`src/rtl/cpu_pkg.sv`:
```
// Shared control-unit definitions: T-state encoding, opcode values, IR field positions.
// Optional macro CU_MULDIV_EN adds mul/div to the opcode class decoder.
package cpu_pkg;

  localparam int NREGS_DEF = 16;
  localparam int OPW_DEF   = 5;

  localparam int OP_MSB = 31;
  localparam int OP_LSB = 27;
  localparam int RA_MSB = 26;
  localparam int RA_LSB = 23;
  localparam int RB_MSB = 22;
  localparam int RB_LSB = 19;
  localparam int RC_MSB = 18;
  localparam int RC_LSB = 15;

  typedef enum logic [3:0] {
    S_RST  = 4'd0,
    S_T0   = 4'd1,
    S_T1   = 4'd2,
    S_T2   = 4'd3,
    S_T3   = 4'd4,
    S_T4   = 4'd5,
    S_T5   = 4'd6,
    S_T6   = 4'd7,
    S_HALT = 4'd8
  } state_t;

  typedef enum logic [2:0] {
    CL_BIN     = 3'd0,
    CL_UNARY   = 3'd1,
    CL_MULDIV  = 3'd2,
    CL_NOP     = 3'd3,
    CL_HALT    = 3'd4,
    CL_ILLEGAL = 3'd5
  } op_class_t;

  localparam logic [4:0] OP_ADD  = 5'b00011;
  localparam logic [4:0] OP_SUB  = 5'b00100;
  localparam logic [4:0] OP_SHR  = 5'b00101;
  localparam logic [4:0] OP_SHRA = 5'b00110;
  localparam logic [4:0] OP_SHL  = 5'b00111;
  localparam logic [4:0] OP_ROR  = 5'b01000;
  localparam logic [4:0] OP_ROL  = 5'b01001;
  localparam logic [4:0] OP_AND  = 5'b01010;
  localparam logic [4:0] OP_OR   = 5'b01011;
  localparam logic [4:0] OP_MUL  = 5'b01111;
  localparam logic [4:0] OP_DIV  = 5'b10000;
  localparam logic [4:0] OP_NEG  = 5'b10001;
  localparam logic [4:0] OP_NOT  = 5'b10010;
  localparam logic [4:0] OP_NOP  = 5'b11010;
  localparam logic [4:0] OP_HALT = 5'b11011;

  function automatic op_class_t op_class(input logic [4:0] op);
    op_class_t c;
    case (op)
      OP_ADD, OP_SUB, OP_SHR, OP_SHRA, OP_SHL,
      OP_ROR, OP_ROL, OP_AND, OP_OR:            c = CL_BIN;
      OP_NEG, OP_NOT:                           c = CL_UNARY;
`ifdef CU_MULDIV_EN
      OP_MUL, OP_DIV:                           c = CL_MULDIV;
`endif
      OP_NOP:                                   c = CL_NOP;
      OP_HALT:                                  c = CL_HALT;
      default:                                  c = CL_ILLEGAL;
    endcase
    return c;
  endfunction

endpackage

```
`src/rtl/sel_encode.sv`:
```
// Register select/encode: picks Ra/Rb/Rc, decodes it one-hot and gates it onto
// the register load or register drive vector.
module sel_encode
  import cpu_pkg::*;
#(
  parameter int NREGS = NREGS_DEF
) (
  input  logic [3:0]       ra,
  input  logic [3:0]       rb,
  input  logic [3:0]       rc,
  input  logic             gra,
  input  logic             grb,
  input  logic             grc,
  input  logic             rin,
  input  logic             rout,
  output logic [NREGS-1:0] R_enable,
  output logic [NREGS-1:0] R_out
);

  logic [3:0]       sel_s;
  logic [NREGS-1:0] dec_s;

  assign sel_s = ({4{gra}} & ra) | ({4{grb}} & rb) | ({4{grc}} & rc);

  always_comb begin
    dec_s = '0;
    for (int i = 0; i < NREGS; i++) begin
      dec_s[i] = (sel_s == 4'(i));
    end
  end

  assign R_enable = rin  ? dec_s : '0;
  assign R_out    = rout ? dec_s : '0;

endmodule

```
`src/rtl/control_unit.sv`:
```
// Moore T-state sequencer for fetch and register-register ALU execution.
// Optional macro CU_MULDIV_EN adds the mul/div T5/T6 LO/HI sequence.
module control_unit
  import cpu_pkg::*;
#(
  parameter int NREGS = NREGS_DEF,
  parameter int OPW   = OPW_DEF
) (
  input  logic             clk,
  input  logic             clr,
  input  logic [31:0]      ir,
  input  logic             mem_rdy,
  input  logic             stop,
  output logic             PC_out,
  output logic             MAR_enable,
  output logic             IncPC,
  output logic             PC_enable,
  output logic             Read,
  output logic             MDR_enable,
  output logic             MDR_out,
  output logic             IR_enable,
  output logic             Y_enable,
  output logic             Z_enable,
  output logic             ZLow_out,
  output logic             ZHigh_out,
  output logic             HI_enable,
  output logic             LO_enable,
  output logic [NREGS-1:0] R_enable,
  output logic [NREGS-1:0] R_out,
  output logic [OPW-1:0]   opcode,
  output logic             run,
  output logic             illegal
);

  state_t    state_q, state_d, done_s;
  op_class_t cls_q, cls_d, cls_s, cls_e_s;
  logic      pend_q, pend_d;
  logic      illegal_q, illegal_d;
  logic      gra_s, grb_s, grc_s, rin_s, rout_s, op_en_s;
  logic      unused_ir_s;

  assign unused_ir_s = ^ir[RC_LSB-1:0];
  assign cls_s       = op_class(ir[OP_MSB:OP_LSB]);
  // The class is live from ir during T3 and held in cls_q for the rest of execute.
  assign cls_e_s     = (state_q == S_T3) ? cls_s : cls_q;

  always_ff @(posedge clk or negedge clr) begin
    if (!clr) begin
      state_q   <= S_RST;
      cls_q     <= CL_NOP;
      pend_q    <= 1'b0;
      illegal_q <= 1'b0;
    end else begin
      state_q   <= state_d;
      cls_q     <= cls_d;
      pend_q    <= pend_d;
      illegal_q <= illegal_d;
    end
  end

  always_comb begin
    state_d   = state_q;
    cls_d     = cls_q;
    pend_d    = pend_q | stop;
    illegal_d = illegal_q;
    done_s    = pend_d ? S_HALT : S_T0;
    case (state_q)
      S_RST:  state_d = S_T0;
      S_T0:   state_d = S_T1;
      S_T1:   state_d = mem_rdy ? S_T2 : S_T1;
      S_T2:   state_d = S_T3;
      S_T3: begin
        cls_d = cls_s;
        case (cls_s)
          CL_BIN, CL_UNARY, CL_MULDIV: state_d = S_T4;
          CL_NOP:                      state_d = done_s;
          CL_HALT:                     state_d = S_HALT;
          default: begin
            state_d   = S_HALT;
            illegal_d = 1'b1;
          end
        endcase
      end
      S_T4:   state_d = (cls_q == CL_UNARY) ? done_s : S_T5;
`ifdef CU_MULDIV_EN
      S_T5:   state_d = (cls_q == CL_MULDIV) ? S_T6 : done_s;
      S_T6:   state_d = done_s;
`else
      S_T5:   state_d = done_s;
`endif
      S_HALT: state_d = S_HALT;
      default: state_d = S_HALT;
    endcase
  end

  always_comb begin
    PC_out = 1'b0; MAR_enable = 1'b0; IncPC = 1'b0; PC_enable = 1'b0;
    Read = 1'b0; MDR_enable = 1'b0; MDR_out = 1'b0; IR_enable = 1'b0;
    Y_enable = 1'b0; Z_enable = 1'b0; ZLow_out = 1'b0;
`ifdef CU_MULDIV_EN
    ZHigh_out = 1'b0; HI_enable = 1'b0; LO_enable = 1'b0;
`endif
    gra_s = 1'b0; grb_s = 1'b0; grc_s = 1'b0;
    rin_s = 1'b0; rout_s = 1'b0; op_en_s = 1'b0;
    case (state_q)
      S_T0: begin
        PC_out = 1'b1; MAR_enable = 1'b1; IncPC = 1'b1; PC_enable = 1'b1;
      end
      S_T1: begin
        Read = 1'b1; MDR_enable = 1'b1;
      end
      S_T2: begin
        MDR_out = 1'b1; IR_enable = 1'b1;
      end
      S_T3: begin
        case (cls_e_s)
          CL_BIN:    begin rout_s = 1'b1; grb_s = 1'b1; Y_enable = 1'b1; end
          CL_UNARY:  begin rout_s = 1'b1; grb_s = 1'b1; op_en_s = 1'b1; Z_enable = 1'b1; end
          CL_MULDIV: begin rout_s = 1'b1; gra_s = 1'b1; Y_enable = 1'b1; end
          default:   begin rout_s = 1'b0; end
        endcase
      end
      S_T4: begin
        case (cls_e_s)
          CL_BIN:    begin rout_s = 1'b1; grc_s = 1'b1; op_en_s = 1'b1; Z_enable = 1'b1; end
          CL_UNARY:  begin ZLow_out = 1'b1; rin_s = 1'b1; gra_s = 1'b1; end
          CL_MULDIV: begin rout_s = 1'b1; grb_s = 1'b1; op_en_s = 1'b1; Z_enable = 1'b1; end
          default:   begin rout_s = 1'b0; end
        endcase
      end
      S_T5: begin
        case (cls_e_s)
          CL_BIN:    begin ZLow_out = 1'b1; rin_s = 1'b1; gra_s = 1'b1; end
`ifdef CU_MULDIV_EN
          CL_MULDIV: begin ZLow_out = 1'b1; LO_enable = 1'b1; end
`endif
          default:   begin rin_s = 1'b0; end
        endcase
      end
`ifdef CU_MULDIV_EN
      S_T6: begin
        ZHigh_out = 1'b1; HI_enable = 1'b1;
      end
`endif
      default: begin
        op_en_s = 1'b0;
      end
    endcase
  end

`ifndef CU_MULDIV_EN
  assign ZHigh_out = 1'b0;
  assign HI_enable = 1'b0;
  assign LO_enable = 1'b0;
`endif

  assign opcode  = op_en_s ? OPW'(ir[OP_MSB:OP_LSB]) : '0;
  assign run     = (state_q != S_RST) && (state_q != S_HALT);
  assign illegal = illegal_q;

  sel_encode #(.NREGS(NREGS)) u_sel (
    .ra       (ir[RA_MSB:RA_LSB]),
    .rb       (ir[RB_MSB:RB_LSB]),
    .rc       (ir[RC_MSB:RC_LSB]),
    .gra      (gra_s),
    .grb      (grb_s),
    .grc      (grc_s),
    .rin      (rin_s),
    .rout     (rout_s),
    .R_enable (R_enable),
    .R_out    (R_out)
  );

endmodule
```
`config.mk`:
```
export PLATFORM = sky130hd
export DESIGN_NAME = control_unit
export DESIGN_NICKNAME = d
export VERILOG_FILES = /design/src/rtl/cpu_pkg.sv /design/src/rtl/sel_encode.sv /design/src/rtl/control_unit.sv
export SDC_FILE = /design/constraint.sdc
export NUM_CORES = 1
export LEC_CHECK = 0
export ABC_AREA = 1
export CAP_MARGIN = 20
export CORE_MARGIN = 5
export CORE_UTILIZATION = 37
export CTS_CLUSTER_SIZE = 8
export DETAILED_ROUTE_END_ITERATION = 16
export HOLD_SLACK_MARGIN = 0.05
export PLACE_DENSITY = 0.84
export SLEW_MARGIN = 20
export SYNTH_ARGS = -nofsm -noshare
export SYNTH_HDL_FRONTEND = slang
export SYNTH_HIERARCHICAL = 1
export SYNTH_SLANG_ARGS = --single-unit
export TNS_END_PERCENT = 50
```
`constraint.sdc`:
```
create_clock -name clk -period 5.62 [get_ports clk]
set_clock_uncertainty 0.15 [all_clocks]
set_input_delay 0.562 -clock clk [delete_from_list [all_inputs] [get_ports clk]]
set_output_delay 0.562 -clock clk [all_outputs]
set_load 0.01 [all_outputs]
```
Met1 routing:
Supply wires on this layer in gray.
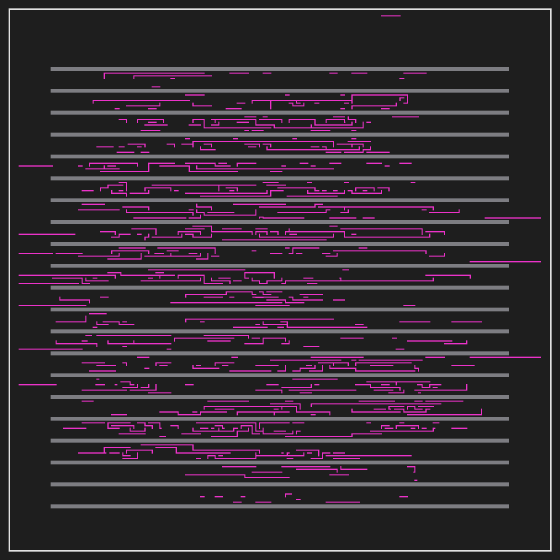
The wires run mostly horizontal. The longest straight run is 18.4 um. The layer holds 43% of the routed length. The layer carries 1520 um of wire. 244 nets have wire on it.
met1 track demand over resource: 0.194
Total Wirelength: 3520 um
vias post-DR: 1425

Where the registers sit:
Other sequential cells in the stronger gray, the rest of the logic in the fainter gray.
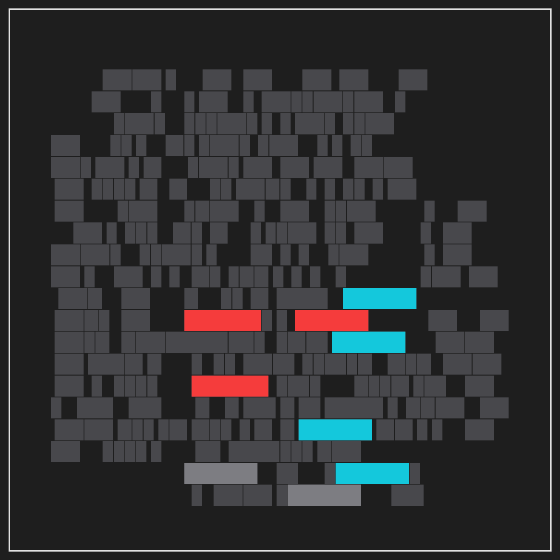
Key: `cls_q` = red [placed flops 3]; `state_q` = cyan [placed flops 4]
Another 2 sequential cells are not colored.
Seq area share: 0.118
FF+latch area: 228 sq um
final core utilization: 0.623

==> flow_summary.yaml <==
# synthesis and place-and-route metrics
sta:
  worstMarginPinSlew_ns: 0.508
  postLayoutSetupSlackWorst_ns: 1.25
  setup_tns_ns: 0
  period_needed_ns: 4.37
  min_period_over_period: 0.778
  finalHoldViolCount: 0
  slew_headroom: 0.659
  finalMaxSlewViolations: 0
  fmax_mhz: 229
  whs_ns: 0.320
  finalSetupViolCount: 0
  grt_setup_unrepaired: "false"
drt:
  drc_errors: 0
  wl_per_cell_um: 11.2
  drt_iter0_markers: 63
  vias_per_cell: 4.55
  ant_nets: 0
  firstDrtPassIters: 4
clocking:
  cts_tree: "built"
  ctsLongestPathBuffers: 2
  ctsResizeCount: 0
  cts_buffers: 3
  cts-hold-fix-buffers: 0
  cts_sinks: 9
  htree_levels: 1
  cts_setup_buffers: 0
  cts_root_buf: "clkbuf_4"
  insertion_delay_ns: 0.26
  clk_pin_slew_worst_paths_ns: 0.06
final_layout:
  clkbuf_count: 4
  logic_area_sq_um: 813
  fillers: 311
  buffer_area_frac: 0.363
  layout_top_cell: "clkdlybuf4s50_1"
  drive_gt1_frac: 0.145
  n_all_inverters: 29
  buffers_excl_clock: 70
  syn2layout_area_growth_pct: 59.7
  dominant-cell-class: "combinational gates"
  comb.multi_input.count: 157
  flop-count: 9
  num_antenna_cells: 0
  fin_area_sq_um: 1930
  clkCellAreaFrac: 0.0136
  final_cell_mix: "70 x clkdlybuf4s50_1, 52 x nand2_1, 44 x nor2_1"
  final_nets: 308
placement:
  dp_hpwl_um: 3020
  place_area_sq_um: 1910
  gp_congestion: 0.881
  portBuffers: 70
  place_worst_setup_slack_ns: 1.25
  dp_cells: 309
critical_path:
  cp.arrival_ns: 3.66
  rrSetupSlack_ns: 4.18
  timing.rr.end: "state_q[1]$_DFF_PN0_"
  crit_path_max_fanout: 9
  r2r_start: "state_q[2]$_DFF_PN0_"
  worst_ep_required_time_ns: 4.91
  reg2reg_depth: 5
  crit_path_end_kind: "primary output"
  worstSetupPathType: "in2out"
  startpoint_type: "input pin"
hold_path:
  hold_start: "illegal$_DFFE_PN0P_"
  whs_endpoint: "illegal$_DFFE_PN0P_"
  min_path_type: "reg2reg"
  min_path_cells: 1
floorplanning:
  tapCellCount: 44
  coreArea_sq_um: 3100
  die-width_um: 67.2
  initCoreUtil: 0.390
  chip_area_sq_um: 4510
  die_h_um: 67.2
  ios: 89
  rows: 20
synth:
  flop_cell: "dfrtp_1"
  ys_seq_frac: 0.188
  yosysWarnings: 6
  yosys_cells: 203
  synthCells: 203
  top_area_frac: 0.161
  syn_area_sq_um: 1210
  synth_cell_types: 31
  synth.avg_cell_area_sq_um: 5.96
  synth_top_cell_by_area: "nand2_1"
  yosysChipArea_sq_um: 1210
  ys_seq_elements: 9
  edf_count: 0
  async_flop_share: 1.00
  ys_top_cells_by_area: "nand2_1 16%, dfrtp_1 14%, nor2_1 14%, inv_1 7.1%, buf_4 5.0%"
job:
  maxCapViolCount: 0
  warning_count: 42
power:
  switching_share: 0.239
  ir_worst_vdd_v: 0.0000520
  top_power_group: "registers"
  power_frac_comb: 0.186
  switchingPower_uw: 33.7
  intPower_uw: 107
  seqPwrFrac: 0.461
  power.share.clock: 0.353
  power_uw: 141
  power_density_nw_per_um2: 72.9
  powerSeq_uw: 64.9
  power_leakage_uw: 0.000873
  power_clock_uw: 49.8
  p_comb_uw: 26.2
global_routing:
  grt_max_degree: 17
  track_usage: 0.159
  antenna_found_initial: 0
  grt-ovfl-total: 0
  grt_pass1_vias: 1330
  grt_pass1_wl_um: 5600
outcome:
  status: "completed"
Logic cells by family:
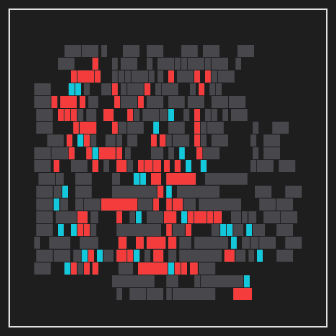
Key: inverters = cyan [cells 29, most used inv_1]; NAND gates = red [cells 78, most used nand2_1]
Comb/total area: 0.421
fin cells: 313

[Yosys cell counts, types with 2 or more instances]
cell / n
nand2_1: 52
nor2_1: 44
inv_1: 23
buf_4: 8
dfrtp_1: 7
nand2_2: 7
nand3_1: 7
nor2_2: 7
a21oi_1: 6
inv_2: 6
nor3_1: 6
nand3_2: 4
clkbuf_1: 2
dfstp_2: 2
ha_1: 2
nand2_4: 2
nand3_4: 2
nand3b_1: 2
o211ai_1: 2
[cell families after synthesis]
kind of cell | share of synthesized area
AOI/OAI and AO/OA | 0.0714
adders and majority gates | 0.0207
other | 0.00310
and+or+nand+nor | 0.571
DFF | 0.188
buffers and inverters | 0.146
[worst max-delay path, cell delays in order]
cell	delay, ns
clkdlybuf4s50_1	0.48
inv_1	0.06
ha_1	0.28
inv_1	0.05
nand2_1	0.04
nor2_1	0.14
nor2_2	0.07
nand2_2	0.09
nand2_2	0.08
nand2_2	0.11
nand3_4	0.12
o21ai_1	0.33
nand2_1	0.14
nand3_2	0.13
nand2_1	0.10
inv_1	0.11
nand2_1	0.07
nor2_1	0.11
clkdlybuf4s50_1	0.57
[flip-flops by register name (all words and copies together), names as in the netlist]
signal	flops
cls_q	3
illegal	1
pend_q	1
state_q	4
[how the worst max path moves through the flow]
stage / from / endpoint / slack [ns] / cells after the start
after CTS: ir[27] / R_out[3] / 1.24 / 19
after floorplan: ir[27] / R_enable[11] / 2.59 / 17
after global placement: ir[27] / R_enable[1] / 1.31 / 19
final: ir[27] / R_out[3] / 1.25 / 19
after detailed placement: ir[27] / R_out[3] / 1.25 / 19
after global routing: ir[27] / R_out[3] / 0.99 / 19
[per-layer routing]
layer	part of all wire	GRT usage	vias up
met5	0	0	-
met4	0.028	0.0759	0
met3	0.076	0.0316	9
met2	0.46	0.265	55
met1	0.43	0.194	603
li1	-	-	758
Power is estimated from default activity; no workload was simulated.
